**Run 1: wiring by layer**

Scale: 3 px per µm. Two of the layers only.
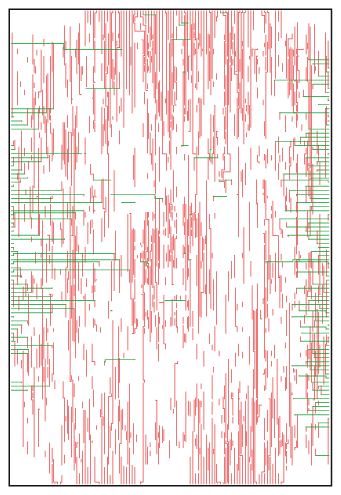
**Run 1: nets reached from selected ports**

Scale: 1.5 px per µm.
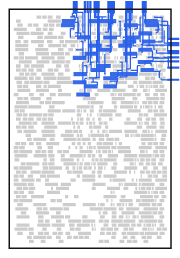
**Run 1: cell placement**

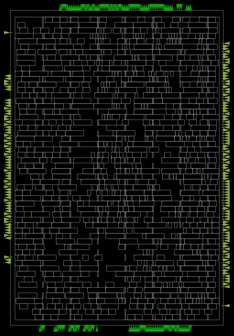
### src/rtl/mem_port_arbiter.sv
// Arbitrates one single-ported memory between instruction fetch (IF) and data memory (DM).
// Optional fetch fairness is enabled by defining ARB_FETCH_FAIRNESS_EN.
module mem_port_arbiter #(
    parameter int ADDR_W         = 32,
    parameter int DATA_W         = 32,
    parameter int TIMEOUT_CYCLES = 64,
    parameter int MAX_DM_GRANTS  = 4
) (
    input  logic                  clk,
    input  logic                  rst_n,
    input  logic                  if_req,
    input  logic [ADDR_W-1:0]     if_addr,
    output logic [DATA_W-1:0]     if_rdata,
    output logic                  if_valid,
    input  logic                  dm_req,
    input  logic                  dm_we,
    input  logic [ADDR_W-1:0]     dm_addr,
    input  logic [DATA_W-1:0]     dm_wdata,
    input  logic [DATA_W/8-1:0]   dm_wstrb,
    output logic [DATA_W-1:0]     dm_rdata,
    output logic                  dm_valid,
    output logic                  mem_req,
    output logic                  mem_we,
    output logic [ADDR_W-1:0]     mem_addr,
    output logic [DATA_W-1:0]     mem_wdata,
    output logic [DATA_W/8-1:0]   mem_wstrb,
    input  logic [DATA_W-1:0]     mem_rdata,
    input  logic                  mem_ready,
    output logic                  bus_err,
    output logic                  stall,
    output logic [1:0]            state_dbg
);

    // Handshake: a requester holds its req until its valid pulses for one
    // cycle; the memory sees mem_req held stable until mem_ready pulses once.

    localparam int STRB_W = DATA_W / 8;
    localparam int CNT_W  = (TIMEOUT_CYCLES > 2) ? $clog2(TIMEOUT_CYCLES) : 1;
    localparam logic [CNT_W-1:0] TMO_LAST = CNT_W'(TIMEOUT_CYCLES - 1);

    localparam logic [1:0] IDLE    = 2'd0;
    localparam logic [1:0] BUSY_DM = 2'd1;
    localparam logic [1:0] BUSY_IF = 2'd2;

    logic [1:0]       state;
    logic [CNT_W-1:0] tmo_cnt;
    logic             done_q;
    logic             flush_q;
    logic             flush_pending;
    logic             tmo_hit;
    logic             grant_dm;
    logic             grant_if;

    assign state_dbg     = state;
    assign flush_pending = (state == BUSY_IF) && (flush_q || !if_req);
    assign tmo_hit       = (state != IDLE) && !mem_ready && (tmo_cnt == TMO_LAST);
    assign stall         = (dm_req && !dm_valid) || (if_req && !if_valid && !flush_pending);

`ifdef ARB_FETCH_FAIRNESS_EN
    localparam int GCNT_W = (MAX_DM_GRANTS > 1) ? $clog2(MAX_DM_GRANTS + 1) : 1;
    localparam logic [GCNT_W-1:0] DM_MAX = GCNT_W'(MAX_DM_GRANTS);
    logic [GCNT_W-1:0] dm_cnt;

    always_comb begin
        grant_dm = 1'b0;
        grant_if = 1'b0;
        if (state == IDLE && !done_q) begin
            if (if_req && dm_cnt >= DM_MAX) grant_if = 1'b1;
            else if (dm_req)                grant_dm = 1'b1;
            else if (if_req)                grant_if = 1'b1;
        end
    end

    // Saturates at the limit so a long DM burst with no fetch pending cannot wrap.
    always_ff @(posedge clk or negedge rst_n) begin
        if (!rst_n) begin
            dm_cnt <= '0;
        end else if (grant_if) begin
            dm_cnt <= '0;
        end else if (grant_dm && dm_cnt != DM_MAX) begin
            dm_cnt <= dm_cnt + 1'b1;
        end
    end
`else
    always_comb begin
        grant_dm = 1'b0;
        grant_if = 1'b0;
        if (state == IDLE && !done_q) begin
            if (dm_req)      grant_dm = 1'b1;
            else if (if_req) grant_if = 1'b1;
        end
    end
`endif

    // done_q marks the IDLE cycle right after completion, when the finished
    // requester's req is still high and must not be granted again.
    always_ff @(posedge clk or negedge rst_n) begin
        if (!rst_n) begin
            state     <= IDLE;
            tmo_cnt   <= '0;
            done_q    <= 1'b0;
            flush_q   <= 1'b0;
            mem_req   <= 1'b0;
            mem_we    <= 1'b0;
            mem_addr  <= '0;
            mem_wdata <= '0;
            mem_wstrb <= '0;
            if_rdata  <= '0;
            dm_rdata  <= '0;
            if_valid  <= 1'b0;
            dm_valid  <= 1'b0;
            bus_err   <= 1'b0;
        end else begin
            if_valid <= 1'b0;
            dm_valid <= 1'b0;
            bus_err  <= 1'b0;
            done_q   <= 1'b0;
            case (state)
                IDLE: begin
                    if (grant_dm) begin
                        mem_req   <= 1'b1;
                        mem_we    <= dm_we;
                        mem_addr  <= dm_addr;
                        mem_wdata <= dm_wdata;
                        mem_wstrb <= dm_wstrb;
                        tmo_cnt   <= '0;
                        state     <= BUSY_DM;
                    end else if (grant_if) begin
                        mem_req   <= 1'b1;
                        mem_we    <= 1'b0;
                        mem_addr  <= if_addr;
                        mem_wstrb <= {STRB_W{1'b0}};
                        tmo_cnt   <= '0;
                        flush_q   <= 1'b0;
                        state     <= BUSY_IF;
                    end
                end
                BUSY_DM: begin
                    if (mem_ready) begin
                        mem_req  <= 1'b0;
                        dm_rdata <= mem_rdata;
                        dm_valid <= 1'b1;
                        done_q   <= 1'b1;
                        state    <= IDLE;
                    end else if (tmo_hit) begin
                        mem_req  <= 1'b0;
                        dm_valid <= 1'b1;
                        bus_err  <= 1'b1;
                        done_q   <= 1'b1;
                        state    <= IDLE;
                    end else begin
                        tmo_cnt <= tmo_cnt + 1'b1;
                    end
                end
                BUSY_IF: begin
                    // A flushed fetch still finishes on the bus but reports nothing.
                    if (mem_ready) begin
                        mem_req <= 1'b0;
                        if (!flush_pending) begin
                            if_rdata <= mem_rdata;
                            if_valid <= 1'b1;
                        end
                        flush_q <= 1'b0;
                        done_q  <= 1'b1;
                        state   <= IDLE;
                    end else if (tmo_hit) begin
                        mem_req  <= 1'b0;
                        if_valid <= !flush_pending;
                        bus_err  <= !flush_pending;
                        flush_q  <= 1'b0;
                        done_q   <= 1'b1;
                        state    <= IDLE;
                    end else begin
                        tmo_cnt <= tmo_cnt + 1'b1;
                        flush_q <= flush_pending;
                    end
                end
                default: begin
                    mem_req <= 1'b0;
                    state   <= IDLE;
                end
            endcase
        end
    end

endmodule
### config.mk
export PLATFORM = sky130hd
export DESIGN_NAME = mem_port_arbiter
export DESIGN_NICKNAME = d
export VERILOG_FILES = /design/src/rtl/mem_port_arbiter.sv
export SDC_FILE = /design/constraint.sdc
export NUM_CORES = 1
export LEC_CHECK = 0
export ABC_CLOCK_PERIOD_IN_PS = 1800
export CORE_ASPECT_RATIO = 1.5
export CORE_MARGIN = 2
export CORE_UTILIZATION = 38
export CTS_CLUSTER_DIAMETER = 60
export DETAILED_ROUTE_END_ITERATION = 8
export PLACE_DENSITY_LB_ADDON = 0.08
export SLEW_MARGIN = 10
export SYNTH_ARGS = -nofsm -noshare
export SYNTH_HDL_FRONTEND = slang
export SYNTH_SLANG_ARGS = --single-unit
export TNS_END_PERCENT = 100
### constraint.sdc
create_clock -name clk -period 1.8 [get_ports clk]
set_clock_uncertainty 0.1 [all_clocks]
set_input_delay 0.36 -clock clk [delete_from_list [all_inputs] [get_ports clk]]
set_output_delay 0.36 -clock clk [all_outputs]
set_load 0.005 [all_outputs]
==> qor.log, run 1 <==
[place] placed wire-length estimate 12500 µm
[synth] area fraction in full adders, half adders and majority gates 0.829%
[die] area of the core 15600 µm²
[synth] count of synthesis-stage warnings from yosys 0
[grt] number of global-route vias before repair 5345
[power_and_ir_drop] maximum vdd ir drop 0.000894 V
[power_and_ir_drop] Final Total Pwr 17.3 mW
[final_timing] final worst slack -72.5 ps
[synth] largest area contributor in the netlist dfrtp_1
[place] PortBufs 277
[drt] vias per inst 4.76
[layout] fraction of final layout cells with drive strength greater than 1 22.5%
[clocking] clock tree from TritonCTS built
[synth] Yosys Instances 506
[synth] basic-gate share of the synthesized area counting and, or, nand and nor cells 11.5%
[grt] combined global-route utilization of all metal layers 20.2%
[setup_path] worst reg-to-reg path cell count 7
[final_timing] final-report setup violation count 14
[setup_path] startpoint-to-endpoint class of the critical path flip-flop to flip-flop
[layout] layout net count 962
[final_timing] final slew viol count 0
[die] site row count 56
[synth] Avg Inst Size Synth 11.9 µm²
[drt] Remaining DRCs 0
[synth] number of synthesized flops with an enable pin 0
[power_and_ir_drop] LEAKAGE 4.91 nW
[synth] post-synthesis cell area 6040 µm²
[final_timing] tightest hold margin 362 ps
[grt] initial antenna violation count 1
[drt] first-pass iteration count of the detailed router 4
[clocking] clock transition time at the flip-flop clock pins of the worst setup and hold paths 60 ps
[grt] first-pass GRT wire length 26700 µm
[synth] dominant kind of combinational cell multiplexers
[job] max-cap violations 0
[die] Die Y 158 µm
[drt] final WL 17700 µm
[setup_path] critical-path cell list inv_2 -> buf_6 -> ha_4 -> and2b_4 -> a221oi_4 -> or4b_1 -> o211ai_1
[clocking] Max Root-Sink Buffers 2
[final_timing] Least-Margin Pin Slew 484 ps
[die] chip area 16900 µm²
[drt] via count of the routed design 4931
[layout] Seq. cell area 3680 µm²
[setup_path] Reg2Reg Capture Point tmo_cnt[3]
[synth] gate count after technology mapping 506
[final_timing] count of final hold-check violations 0
[synth] share of synthesized registers carrying an async set or reset 100%
[synth] AO/OA Area Share 6.22%
[place] Routability Congestion 0.758
[final_timing] TNS Setup -321 ps
[status] failing checks negative setup slack
[drt] per-cell routed wire length 17.1 µm
[die] width of the die 107 µm
[grt] GRT Residual Overflow 0
[final_timing] relative slew slack 67.7%
[place] worst setup slack before clock tree synthesis -350 ps
[status] outcome complete, but fails checks
[clocking] Clock Tree Root clkbuf_16
[synth] mux share 17.2%
[layout] Syn-to-layout area delta 71.9%
[setup_path] startpoint of the worst register-to-register path state_dbg[0]
[setup_path] launch point of the worst path state_dbg[0]
[synth] proportion of synthesized chip area in sequential cells 60.9%
[final_timing] maximum achievable frequency 534 MHz
[synth] primary flip-flop cell chosen by synthesis mapping dfrtp_1
[final_timing] RSZ-0062 raised after global routing yes
[setup_path] Slowest-stage cell, CP or4b_1
Notes on 'wiring by layer' above:
legend:
  metal 2:
    colour: red
    wire_length: 9450 µm
  metal 3:
    colour: green
    wire_length: 1380 µm

Notes on 'nets reached from selected ports' above:
legend:
  `mem_wdata`:
    colour: blue
    bits: 32
    direction: output
    edge: 23 top, 9 right
    end_cells: 32
    buffers: 32
    wire: 1090 µm

Notes on 'cell placement' above:
share of cell area taken by flip-flops and latches: 35.5%
layout filler cell count: 1205

run 1: worst max-delay path, delay by kind of cell (launching register included):
family / cells / cell delay, ps
fa+ha+maj: 1 / 160
flops: 1 / 390
simple gates: 2 / 740
buf+inv: 2 / 190
compound gates: 2 / 190
run 1: state kept, by name, summed over array words and instances, names as in the netlist, 2 cells and up:
register / count
dm_rdata: 32
mem_addr: 32
mem_wstrb: 4
mem_wdata: 32
if_rdata: 32
tmo_cnt: 6
state_dbg: 2
run 1: cells in the mapped netlist, types with 2 or more instances:
library cell    n
inv_1           6
nand2b_1        2
nor2b_1         2
o211ai_1        3
and3_1          2
buf_2          13
nand3b_1        2
buf_4           3
mux2i_1        32
a21oi_1         2
nand3_1         7
mux2_2         64
ha_1            4
clkbuf_1        5
a31oi_1         2
o21ai_1         3
nor2_1          5
o21ai_0        33
a21o_1          2
nand2_1       136
a22o_1          8
dfrtp_1       147
buf_6           6
nor3_1          3
run 1: power breakdown:
| group | internal (mW) | switching [mW] | total [mW] | leakage (nW) |
|---|---|---|---|---|
| sequential | 4.88 | 0.859 | 5.74 | 1.81 |
| clock | 2.06 | 1.41 | 3.47 | 0.278 |
| combinational | 4.98 | 3.13 | 8.11 | 2.82 |
run 1: layout by cell type, fill, tap and decap left out, types with 4 or more instances in the layout:
cell               n
nand2_4            6
buf_4             27
mux2i_1           21
a22o_1             8
mux2i_4           10
nand2_1          120
inv_1              4
buf_6              4
o21ai_1           31
nor2_1             4
buf_12             9
clkdlybuf4s50_1  252
dlymetal6s2s_1    21
nand3_1            6
dfrtp_1          146
nand2_2            9
mux2_2            63
clkbuf_16         21
run 1: metal layers:
layer / track usage, % / share of wire [%] / wire [µm]
met1: 21.4 / 37 / 6550
met2: 36.5 / 54 / 9450
met3: 7.45 / 7.8 / 1380
met4: 7.48 / 1.6 / 280
met5: 0 / 0 / 0
run 1: worst max path at each step:
stage | endpoint | slack [ps] | cells after the start
after floorplan | mem_addr[0] | 30 | 8
after global placement | stall | -360 | 4
after detailed placement | stall | -350 | 4
after CTS | stall | -120 | 6
after global routing | tmo_cnt[3] | -150 | 7
final | tmo_cnt[3] | -70 | 7
run 1: cells by family after synthesis:
kind of cell	Yosys count
and+or+nand+nor	166
DFF	147
muxes	96
AOI/OAI and AO/OA	60
buffers and inverters	33
adders and majority gates	4
run 1: stage by stage:
stage | util (%) | cell area [µm²]
floorplan | - | 6040
global placement | 59.2 | 9250
detailed placement | 59.2 | 9250
CTS | 63.5 | 9920
global route | 66.4 | 10400
finish | 66.4 | 10400
run 1: what timing repair did:
| action | CTS | global route |
|---|---|---|
| pin swaps | 0 | 18 |
| hold buffers | 1 | 0 |
| setup endpoints to repair | 83 | 147 |
| resized | 19 | 112 |
| setup buffers | 1 | 3 |
| hold endpoints to repair | 43 | 0 |
| gates cloned | 1 | 4 |
run 1: area by class of cell:
cell class                      count  area share [%]
Tap cell                          203            2.45
Antenna cell                        1          0.0241
Clock inverter                     14            1.51
Clock buffer                       17            4.10
Timing Repair Buffer              322            32.5
Sequential cell                   147            35.5
Multi-Input combinational cell    326            23.7
Inverter                            6           0.217
==> run 2: changes to the inputs <==
--- a/config.mk
+++ b/config.mk
@@ -10,9 +10,10 @@
 export CORE_MARGIN = 2
 export CORE_UTILIZATION = 38
 export CTS_CLUSTER_DIAMETER = 60
+export CTS_CLUSTER_SIZE = 12
 export DETAILED_ROUTE_END_ITERATION = 8
+export GPL_ROUTABILITY_DRIVEN = 1
 export PLACE_DENSITY_LB_ADDON = 0.08
-export SLEW_MARGIN = 10
 export SYNTH_ARGS = -nofsm -noshare
 export SYNTH_HDL_FRONTEND = slang
 export SYNTH_SLANG_ARGS = --single-unit
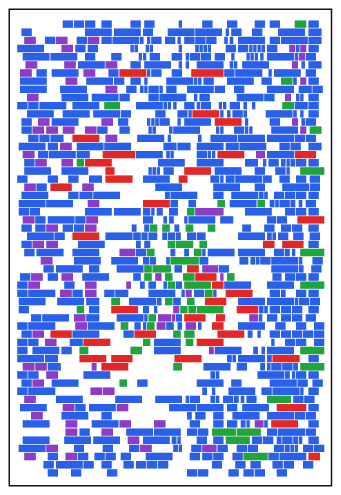
**Above:** run 2 (drive-strength map).
Scale: 3 px per µm.
legend:
  _0 and _1 cells:
    colour: blue
    cells: 645
    share: 78%
    most_used: clkdlybuf4s50_1
  _3 and _4 cells:
    colour: green
    cells: 56
    share: 6.7%
    most_used: buf_4
  _6 and larger:
    colour: red
    cells: 42
    share: 5.0%
    most_used: clkbuf_16
  _2 cells:
    colour: purple
    cells: 89
    share: 11%
    most_used: mux2_2

==> qor.log, run 2 <==
[die] area of the core 15600 µm² [unchanged]
[clocking] Clock Tree Root clkbuf_16
[power_and_ir_drop] LEAKAGE 4.91 nW [unchanged]
[drt] first-pass iteration count of the detailed router 4 [unchanged]
[clocking] clock insertion delay at the later pin of the skew report 410 ps
[synth] leading cell types by total area after synthesis dfrtp_1 61%, mux2_2 12%, nand2_1 8.5%
[place] Routability Congestion 0.758 [unchanged]
[final_timing] final worst slack -72.5 ps [unchanged]
[place] placed cell area 9250 µm² [unchanged]
[grt] initial antenna violation count 1 [unchanged]
[layout] layout net count 962 [unchanged]
[place] PortBufs 277 [unchanged]
[synth] Avg Inst Size Synth 11.9 µm² [unchanged]
[synth] share of synthesized registers carrying an async set or reset 100% [unchanged]
[synth] count of synthesis-stage warnings from yosys 0 [unchanged]
[power_and_ir_drop] maximum vdd ir drop 0.000894 V [unchanged]
[drt] vias per inst 4.76 [unchanged]
[clocking] Max Root-Sink Buffers 2 [unchanged]
[synth] Post-synth top cells 147 x dfrtp_1, 136 x nand2_1, 64 x mux2_2
[setup_path] startpoint-to-endpoint class of the critical path flip-flop to flip-flop
[synth] largest area contributor in the netlist dfrtp_1
[final_timing] relative slew slack 67.7% [unchanged]
[layout] fraction of final layout cells with drive strength greater than 1 22.5% [unchanged]
[drt] via count of the routed design 4931 [unchanged]
[power_and_ir_drop] Int Pwr 11.9 mW [unchanged]
[synth] Synth flops 147
[synth] area share, top type 60.9%
[power_and_ir_drop] NetSw 5.40 mW [unchanged]
[grt] number of global-route vias before repair 5345 [unchanged]
[final_timing] Tcrit/Tclk final 104%
[drt] per-cell routed wire length 17.1 µm [unchanged]
[power_and_ir_drop] sequential cell fraction of total power 33.2% [about the same]
[layout] Top Layout Cells 252 x clkdlybuf4s50_1, 146 x dfrtp_1, 120 x nand2_1
[job] Log Warnings 30
[synth] proportion of synthesized chip area in sequential cells 60.9% [unchanged]
[synth] dominant cell by count in the synthesized netlist dfrtp_1
[layout] final core utilization 66.4% [unchanged]
[power_and_ir_drop] combinational cell fraction of total power 46.8% [about the same]
[die] Die Y 158 µm [unchanged]
[clocking] TritonCTS buffer count 17
[drt] Remaining DRCs 0 [unchanged]
[setup_path] critical path required time 2020 ps
[synth] primary flip-flop cell chosen by synthesis mapping dfrtp_1
[final_timing] count of final hold-check violations 0 [unchanged]
[job] max-cap violations 0 [unchanged]
[drt] final WL 17700 µm [unchanged]
[synth] number of distinct library cells after synthesis 38
[synth] post-synthesis cell area 6040 µm² [unchanged]
[setup_path] type of element capturing the critical path flip-flop
[synth] gate count after technology mapping 506 [unchanged]
[grt] GRT Residual Overflow 0 [unchanged]
[clocking] clock sink count 147
[layout] highest-count logic cell in the final layout clkdlybuf4s50_1
[setup_path] CP startpoint kind flip-flop
[place] placed wire-length estimate 12500 µm [unchanged]
[power_and_ir_drop] clock power share 20.0% [about the same]
[die] site row count 56 [unchanged]
[status] outcome complete, but fails checks
[clocking] clock transition time at the flip-flop clock pins of the worst setup and hold paths 60 ps [about the same]
[hold_path] worst hold path type input port to async pin
[clocking] clock tree from TritonCTS built
[die] Boundary Pins 278
[final_timing] final-report setup violation count 14 [unchanged]
[drt] drt initial violations 235
[die] width of the die 107 µm [unchanged]
[final_timing] Least-Margin Pin Slew 484 ps [unchanged]
[final_timing] RSZ-0062 raised after global routing yes
[grt] combined global-route utilization of all metal layers 20.2% [unchanged]
[power_and_ir_drop] power per standard cell area 1670 nW/µm²
[layout] fin area 10400 µm² [unchanged]
[final_timing] final slew viol count 0 [unchanged]
[grt] first-pass GRT wire length 26700 µm [unchanged]
[final_timing] maximum achievable frequency 534 MHz [unchanged]
[die] chip area 16900 µm² [unchanged]
[synth] number of synthesized flops with an enable pin 0 [unchanged]
[layout] Syn-to-layout area delta 71.9% [unchanged]
[synth] Yosys Instances 506 [unchanged]
[status] failing checks negative setup slack
[power_and_ir_drop] switching power share of the total 31.2% [unchanged]
## run 2: cell counts after synthesis
Identical to the previous run, type by type.
## run 2: cell type report
cell class              count  area, µm²
fillers                  1205       5250
flip-flops and latches    147       3680
repair buffers            322       3370
multi-input cells         326       2460
clock buffers              17        425
well taps                 203        254
clock inverters            14        156
inverters                   6       22.5
diodes                      1       2.50
## run 2: worst max-delay path, cell delays in order (launching register included)
cell and delay [ps]:
dfrtp_1 390, inv_2 90, buf_6 100, ha_4 160
and2b_4 260, a221oi_4 100, or4b_1 480, o211ai_1 90
## run 2: what timing repair did
item / 4_1_cts / 5_1_grt
gates resized: 19 / 112
gates cloned: 1 / 4
pin swaps: 0 / 18
setup endpoints to repair: 83 / 147
setup buffers: 1 / 3
hold buffers: 1 / 0
hold endpoints to repair: 43 / 0
## run 2: per-layer routing
metal / global-route usage (%) / vias to the layer above / routed length, µm
met2: 36.5 / 183 / 9450
met4: 7.48 / 0 / 280
met1: 21.4 / 2376 / 6550
li1: - / 2354 / -
met3: 7.45 / 18 / 1380
met5: 0 / - / 0
## run 2: power groups by stage
stage	clock [mW]	sequential (mW)	combinational [mW]
5_1_grt	3.73	5.94	8.82
2_1_floorplan	0	5.82	2.79
6_report	3.47	5.74	8.11
3_3_place_gp	0	5.67	7.24
4_1_cts	3.58	5.72	7.60
3_5_place_dp	0	5.76	7.37
## run 2: path summary, 6_finish.rpt
path	startpoint	depth (start not counted)	slack [ps]	to
min	rst_n	2	360	mem_addr[22]
max in group asynchronous	rst_n	3	630	mem_wdata[13]
max reg2reg	state_dbg[0]	7	-70	tmo_cnt[3]
min reg2reg	mem_wdata[9]	2	370	mem_wdata[9]
min in group clk	mem_wdata[9]	2	370	mem_wdata[9]
max	state_dbg[0]	7	-70	tmo_cnt[3]
## run 2: logic make-up (layout without fill, tap and decap cells)
logic type	after synthesis	in the layout	synth area share [%]
AND/OR/NAND/NOR	166	166	11.5
adder cells (fa/ha/maj)	4	4	0.829
other	0	1	0
flip-flops	147	147	60.9
buffers and inverters	33	359	3.25
multiplexers	96	96	17.2
AND-OR/OR-AND	60	60	6.22
## run 2: stage by stage
step	worst slack [ps]	std cells	total power, mW	setup TNS [ps]	hold slack (ps)
4_1_cts	-115	1028	16.9	-332	361
3_3_place_gp	-359	994	12.9	-14240	238
3_5_place_dp	-350	994	13.1	-15350	236
6_report	-72.5	1036	17.3	-321	362
5_1_grt	-151	1036	18.5	-4900	361
2_1_floorplan	31.0	506	8.61	0	-35.6
==> run 3: changes to the inputs <==
--- a/config.mk
+++ b/config.mk
@@ -12,8 +12,9 @@
 export CTS_CLUSTER_DIAMETER = 60
 export CTS_CLUSTER_SIZE = 12
 export DETAILED_ROUTE_END_ITERATION = 8
-export GPL_ROUTABILITY_DRIVEN = 1
+export GPL_ROUTABILITY_DRIVEN = 0
 export PLACE_DENSITY_LB_ADDON = 0.08
+export SLEW_MARGIN = 25
 export SYNTH_ARGS = -nofsm -noshare
 export SYNTH_HDL_FRONTEND = slang
 export SYNTH_SLANG_ARGS = --single-unit
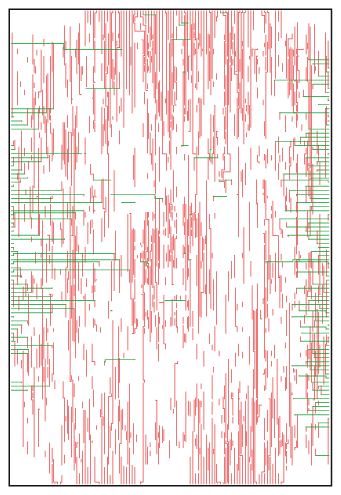
**Above:** run 3 (wiring by layer).
Scale: 3 px per µm. Two of the layers only.
legend:
  metal 2:
    colour: red
    wire_length: 9450 µm
  metal 3:
    colour: green
    wire_length: 1380 µm

==> qor.log, run 3 <==
[status] outcome complete, but fails checks
[status] failing checks negative setup slack
[setup_path] Slowest-stage cell, CP or4b_1
[drt] via count of the routed design 4931 [unchanged]
[setup_path] top fanout value on the critical path 6
[grt] number of global-route vias before repair 5345 [unchanged]
[clocking] Clock Tree Root clkbuf_16
[clocking] clock transition time at the flip-flop clock pins of the worst setup and hold paths 60 ps [about the same]
[layout] highest-count logic cell in the final layout clkdlybuf4s50_1
[clocking] TritonCTS buffer count 17 [unchanged]
[layout] layout net count 962 [unchanged]
[layout] Syn-to-layout area delta 71.9% [unchanged]
[power_and_ir_drop] power per standard cell area 1670 nW/µm² [unchanged]
[drt] vias per inst 4.76 [unchanged]
[final_timing] final worst slack -72.5 ps [unchanged]
[hold_path] worst hold path type input port to async pin
[setup_path] critical-path cell list inv_2 -> buf_6 -> ha_4 -> and2b_4 -> a221oi_4 -> or4b_1 -> o211ai_1
[setup_path] type of element capturing the critical path flip-flop
[setup_path] startpoint-to-endpoint class of the critical path flip-flop to flip-flop
[synth] count of synthesis-stage warnings from yosys 0 [unchanged]
[final_timing] maximum achievable frequency 534 MHz [unchanged]
[synth] Post-synth top cells 147 x dfrtp_1, 136 x nand2_1, 64 x mux2_2
[synth] leading cell types by total area after synthesis dfrtp_1 61%, mux2_2 12%, nand2_1 8.5%
[synth] share of synthesized registers carrying an async set or reset 100% [unchanged]
[final_timing] final-report setup violation count 14 [unchanged]
[synth] post-synthesis cell area 6040 µm² [unchanged]
[power_and_ir_drop] maximum vdd ir drop 0.000894 V [unchanged]
[place] PortBufs 277 [unchanged]
[final_timing] Least-Margin Pin Slew 484 ps [unchanged]
[job] max-cap violations 0 [unchanged]
[final_timing] count of final hold-check violations 0 [unchanged]
[synth] gate count after technology mapping 506 [unchanged]
[drt] final WL 17700 µm [unchanged]
[grt] first-pass GRT wire length 26700 µm [unchanged]
[grt] GRT Residual Overflow 0 [unchanged]
[synth] largest area contributor in the netlist dfrtp_1
[synth] proportion of synthesized chip area in sequential cells 60.9% [unchanged]
[drt] Remaining DRCs 0 [unchanged]
[final_timing] RSZ-0062 raised after global routing yes
[setup_path] critical path required time 2020 ps [about the same]
[drt] drt initial violations 235 [unchanged]
[drt] per-cell routed wire length 17.1 µm [unchanged]
[synth] number of synthesized flops with an enable pin 0 [unchanged]
[die] chip area 16900 µm² [unchanged]
[grt] initial antenna violation count 1 [unchanged]
[clocking] clock insertion delay at the later pin of the skew report 410 ps [about the same]
[drt] first-pass iteration count of the detailed router 4 [unchanged]
[place] placed wire-length estimate 12500 µm [unchanged]
[setup_path] critical path's largest stage delay 480 ps [about the same]
[final_timing] TNS Setup -321 ps [unchanged]
[grt] combined global-route utilization of all metal layers 20.2% [unchanged]
[synth] Yosys Instances 506 [unchanged]
[synth] dominant cell by count in the synthesized netlist dfrtp_1
[final_timing] relative slew slack 67.7% [unchanged]
[die] area of the core 15600 µm² [unchanged]
[die] site row count 56 [unchanged]
[die] width of the die 107 µm [unchanged]
[synth] area share, top type 60.9% [unchanged]
[layout] Top Layout Cells 252 x clkdlybuf4s50_1, 146 x dfrtp_1, 120 x nand2_1
[place] worst setup slack before clock tree synthesis -350 ps [unchanged]
[setup_path] CP startpoint kind flip-flop
[die] Die Y 158 µm [unchanged]
## run 3: timing repair
| action | 4_1_cts | 5_1_grt |
|---|---|---|
| buffers inserted | 1 | 3 |
| pin swaps | 0 | 18 |
| gates resized | 19 | 112 |
| cloned | 1 | 4 |
| setup endpoints to repair | 83 | 147 |
| endpoints found under the hold margin | 43 | 0 |
| hold buffers | 1 | 0 |
## run 3: worst max-delay path, delay by kind of cell (launching register included)
family	cells	cell delay [ps]
AND-OR/OR-AND	2	190
buffers and inverters	2	190
flip-flops	1	390
AND/OR/NAND/NOR	2	740
adder cells (fa/ha/maj)	1	160
## run 3: cell families (layout without fill, tap and decap cells)
family / count (synthesis) / count (layout) / share of synthesized area, %
simple gates: 166 / 166 / 11.5
flops: 147 / 147 / 60.9
mux: 96 / 96 / 17.2
compound gates: 60 / 60 / 6.22
buf+inv: 33 / 359 / 3.25
fa+ha+maj: 4 / 4 / 0.829
other cells: 0 / 1 / 0
## run 3: area by class of cell
cell class              count  area [µm²]
inverters                   6        22.5
clock buffers              17         425
well taps                 203         254
fillers                  1205        5250
flip-flops and latches    147        3680
diodes                      1        2.50
multi-input cells         326        2460
clock inverters            14         156
repair buffers            322        3370
## run 3: through the flow
step | power [mW] | area, µm² | utilization (%) | std cells
floorplan | 8.61 | 6040 | - | 506
global placement | 12.9 | 9250 | 59.2 | 994
detailed placement | 13.1 | 9250 | 59.2 | 994
CTS | 16.9 | 9920 | 63.5 | 1028
global route | 18.5 | 10400 | 66.4 | 1036
finish | 17.3 | 10400 | 66.4 | 1036
## run 3: power by group
part           total, mW  switching [mW]  internal [mW]
registers           5.74           0.859           4.88
clock network       3.47            1.41           2.06
logic               8.11            3.13           4.98
## run 3: metal layers
layer / share of wire, % / wire, µm / up-vias / global-route usage [%]
met5: 0 / 0 / - / 0
met4: 1.6 / 280 / 0 / 7.48
met3: 7.8 / 1380 / 18 / 7.45
met2: 54 / 9450 / 183 / 36.5
met1: 37 / 6550 / 2376 / 21.4
li1: - / - / 2354 / -
## run 3: final timing paths
kind                               from            end  slack, ps  depth (start not counted)
max in group asynchronous         rst_n  mem_wdata[13]        630                          3
hold / removal                    rst_n   mem_addr[22]        360                          2
setup reg to reg           state_dbg[0]     tmo_cnt[3]        -70                          7
setup / recovery           state_dbg[0]     tmo_cnt[3]        -70                          7
min in group clk           mem_wdata[9]   mem_wdata[9]        370                          2
hold reg to reg            mem_wdata[9]   mem_wdata[9]        370                          2
Power is estimated from default activity; no workload was simulated.
